==> config.mk <==
export PLATFORM = sky130hd
export DESIGN_NAME = pc_reg_unit
export DESIGN_NICKNAME = d
export VERILOG_FILES = /design/src/rtl/pc_reg_unit_pkg.sv /design/src/rtl/pc_dff_rst.sv /design/src/rtl/pc_reg_unit.sv
export SDC_FILE = /design/constraint.sdc
export NUM_CORES = 1
export LEC_CHECK = 0
export CAP_MARGIN = 40
export CORE_MARGIN = 3
export CORE_UTILIZATION = 25
export CTS_BUF_LIST = sky130_fd_sc_hd__clkbuf_8
export CTS_CLUSTER_SIZE = 12
export DETAILED_ROUTE_END_ITERATION = 16
export GPL_TIMING_DRIVEN = 0
export PLACE_DENSITY_LB_ADDON = 0.05
export SYNTH_ARGS = -nofsm -noshare
export SYNTH_HDL_FRONTEND = slang
export SYNTH_HIERARCHICAL = 1
export SYNTH_SLANG_ARGS = --single-unit
==> constraint.sdc <==
create_clock -name CLK -period 9.4 [get_ports CLK]
set_input_delay 1.88 -clock CLK [delete_from_list [all_inputs] [get_ports CLK]]
set_output_delay 1.88 -clock CLK [all_outputs]
set_load 0.02 [all_outputs]
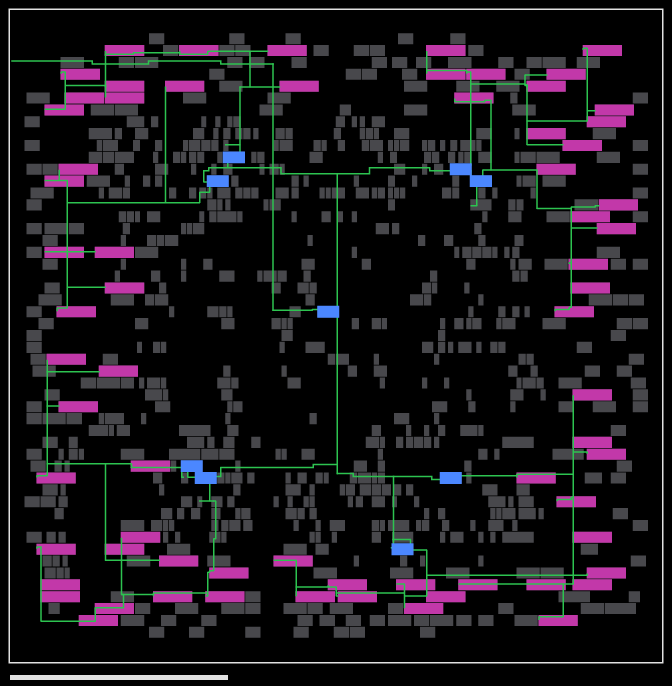
**Above:** run 1 (routed clock nets over the placement).
Scale bar: 50 um.
magenta -> flip-flops  # count 68
green -> clock wires  # length 1,270 um
blue -> clock drivers  # count 9
routed clock nets = 10
final setup skew: 0.00625 ns
Clk. pwr: 227 uW
part of the power in the clock network: 32.5%

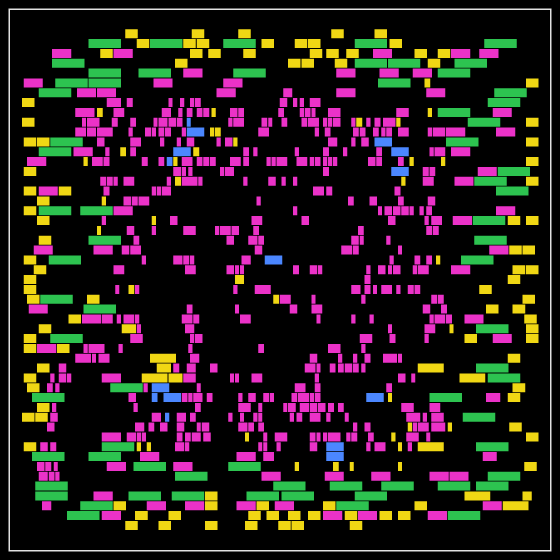
**Above:** run 1 (cells colored by class).
green -> sequential cells  # cells 68, share of their area 27%
yellow -> remaining buffers and delay cells  # cells 151, share of their area 21%
blue -> clock drivers and dummy loads  # cells 15, share of their area 2.6%
magenta -> combinational and other logic  # cells 452, share of their area 49%
final instance area: 6710 sq um
FP Rows: 51
core area: 19,800 sq um
Seq/total area: 25.4%

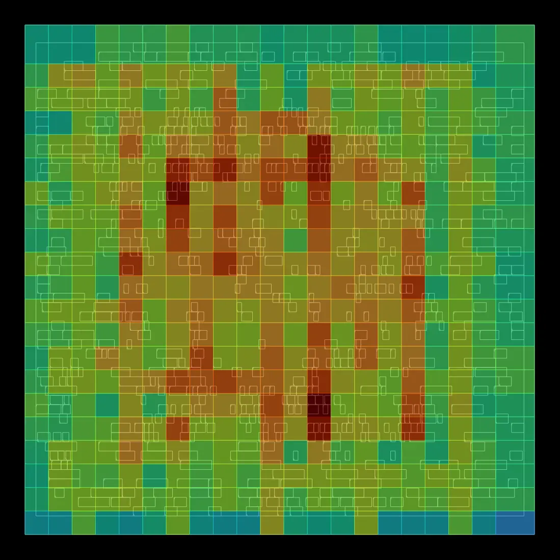
**Above:** run 1 (routing congestion map).
GRT met2 Usage: 33.8%
GRT Overall Usage: 21.2%

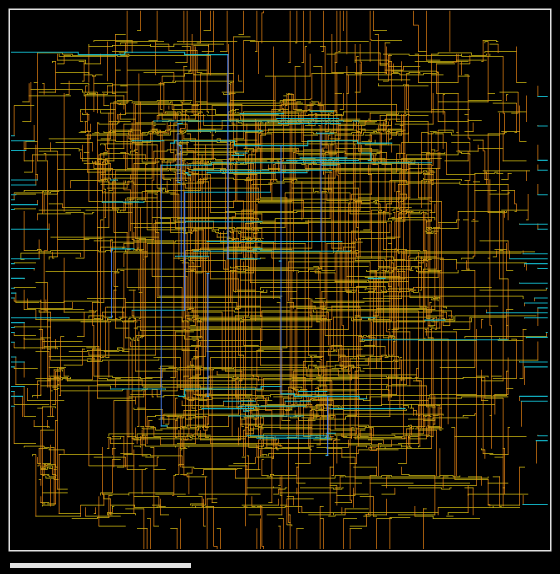
**Above:** run 1 (metal layers overlaid).
Scale bar: 50 um.
orange -> metal 2  # wire length 10,700 um
cyan -> metal 3  # wire length 1,150 um
yellow -> metal 1  # wire length 11,100 um
blue -> metal 4  # wire length 376 um
wire per inst: 24.6 um
Total Wirelength: 23,400 um
vias: 5,106

==> results.py, run 1 <==
# Flow results
metrics = {
    "detailed_routing": {
        "dr.pass1.iters": 7,
        "wl_met1_um": 11100,
    },
    "worst_setup_path": {
        "worstSetupEndpointType": "register",
        "cp-start-kind": "primary input",
    },
    "yosys": {
        "synthXorXnorAreaFrac_pct": 0.170,
        "synthTopCellsByArea": "dfrtp_1, mux2_4, nand2_1, a21oi_1, o21ai_0",
        "ys_types": 58,
        "async_flop_share_pct": 100,
    },
    "power": {
        "p_sw_uw": 231,
        "seqPwrFrac_pct": 44.6,
        "power_uw": 697,
        "intPower_uw": 466,
    },
    "run_status": {
        "status": "completed",
    },
    "floorplan": {
        "die_area_sq_um": 22300,
    },
    "global_routing": {
        "use_met3_pct": 3.89,
    },
    "clocking": {
        "cts_tree": "yes",
        "cts_buffers": 9,
    },
    "layout": {
        "fin_util_pct": 33.8,
        "n_all_buffers": 151,
        "fillers": 2098,
    },
    "job": {
        "warning_count": 27,
    },
    "placed_design": {
        "dp_hpwl_um": 18200,
    },
    "final_timing": {
        "slew_headroom_pct": 40.4,
        "fmax_mhz": 163,
    },
}
## run 1: power groups by stage
stage / Sequential, mW / Combinational, mW / Clock, mW
floorplan: 0.321 / 0.0743 / 0
global placement: 0.316 / 0.159 / 0
detailed placement: 0.317 / 0.160 / 0
CTS: 0.311 / 0.161 / 0.240
global route: 0.313 / 0.170 / 0.250
finish: 0.311 / 0.160 / 0.227
## run 1: worst max-delay path: cells and delay by family
| kind | cells | cell delay, ns |
|---|---|---|
| buffers and inverters | 7 | 2.16 |
| and+or+nand+nor | 5 | 1.46 |
| adders and majority gates | 1 | 0.19 |
| AOI/OAI and AO/OA | 2 | 0.38 |
| muxes | 1 | 0.30 |
## Run 2: what changed since run 1
==> constraint.sdc (replaced) <==
create_clock -name CLK -period 5.05 [get_ports CLK]
set_input_delay 1.01 -clock CLK [delete_from_list [all_inputs] [get_ports CLK]]
set_output_delay 1.01 -clock CLK [all_outputs]
set_load 0.02 [all_outputs]
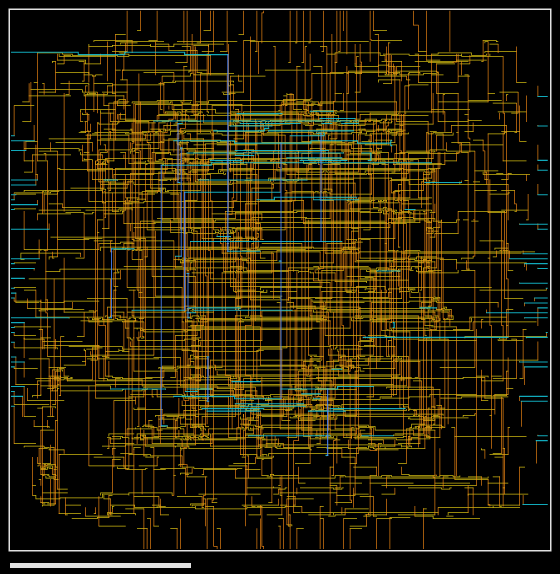
**Above:** run 2 (metal layers overlaid).
Scale bar: 50 um.
orange -> metal 2  # wire length 10,800 um
cyan -> metal 3  # wire length 1,250 um
blue -> metal 4  # wire length 368 um
yellow -> metal 1  # wire length 11,000 um
wire per inst: 24.6 um
vias: 5,115
Total Wirelength: 23,400 um

==> results.py, run 2 <==
# Flow results
metrics = {
    "power": {
        "clk-power_uw": 422,
        "clkPwrFrac_pct": 32.5,
        "pg_seq_uw": 579,
        "comb-power_uw": 299,
        "intPower_uw": 870,
        "switching_share_pct": 33.1,
        "power_mw": 1.30,
        "seqPwrFrac_pct": 44.5,
        "p_sw_uw": 430,
    },
    "final_timing": {
        "finClkSkew_ns": 0.00622,
        "min_period_over_period_pct": 95.6,
        "fmax_mhz": 207,
        "slew_headroom_pct": 36.1,
    },
    "floorplan": {
        "core_area_sq_um": 19800,
        "die_area_sq_um": 22300,
        "num_rows": 51,
    },
    "worst_setup_path": {
        "cp-start-kind": "primary input",
        "path_buffers": 7,
        "cp_slowest_stage_delay_ns": 0.55,
        "cp.depth": 16,
    },
    "clocking": {
        "cts_buffers": 9,
        "cts_tree": "yes",
    },
    "layout": {
        "instances_no_fill": 951,
        "fin_util_pct": 34.0,
        "fillers": 2099,
    },
    "placed_design": {
        "dp_hpwl_um": 18200,
    },
    "yosys": {
        "async_flop_share_pct": 100,
        "synthTopCellsByArea": "dfrtp_1, mux2_4, nand2_1, a21oi_1, o21ai_0",
        "synthXorXnorAreaFrac_pct": 0.170,
        "ys_types": 58,
    },
    "detailed_routing": {
        "dr.pass1.iters": 5,
    },
    "job": {
        "warning_count": 27,
    },
    "run_status": {
        "status": "completed",
    },
    "global_routing": {
        "grtUsageTotal_pct": 21.2,
    },
}
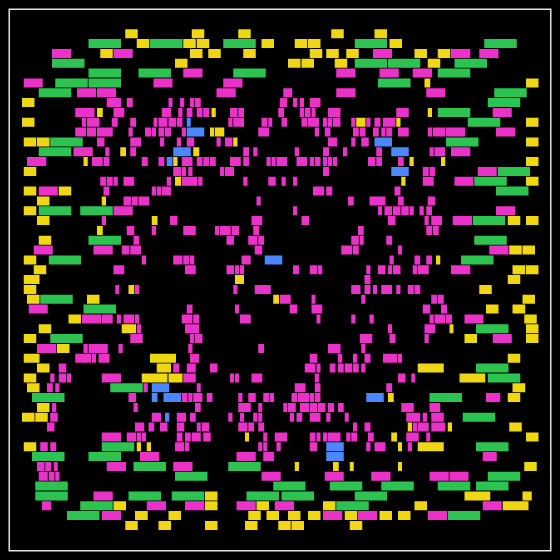
**Above:** run 2 (cells colored by class).
magenta -> combinational and other logic  # cells 452, share of their area 49%
green -> sequential cells  # cells 68, share of their area 27%
yellow -> remaining buffers and delay cells  # cells 151, share of their area 22%
blue -> clock drivers and dummy loads  # cells 15, share of their area 2.6%
final instance area: 6740 sq um
Seq/total area: 25.3%

==> run 2: cell counts after synthesis <==
Identical to the previous run, type by type.
==> run 2: timing repair <==
item / 4_1_cts / 5_1_grt
resized: 4 / 9
buffers inserted: 0 / 0
setup endpoints to repair: 64 / 64
pin swaps: 0 / 4
cloned: 0 / 0
==> run 2: routing by layer <==
layer,share of wire (%),up-vias,GRT usage [%],wire length (um)
met4,1.6,0,5.08,367
met1,47,2580,30.0,11000
li1,-,2324,-,-
met5,0,-,0,0
met2,46,187,33.8,10800
met3,5.3,24,3.89,1250
==> run 2: layout make-up <==
cell class | instances | area share [%]
sequential | 68 | 25.3
timing repair buffer | 107 | 16.0
clock buffer | 11 | 2.25
clock inverter | 4 | 0.260
multi-input combinational | 418 | 44.9
buffer | 44 | 4.55
tap | 265 | 4.92
inverter | 34 | 1.91
Power figures rest on the tool's default switching activity, not on a simulated workload.
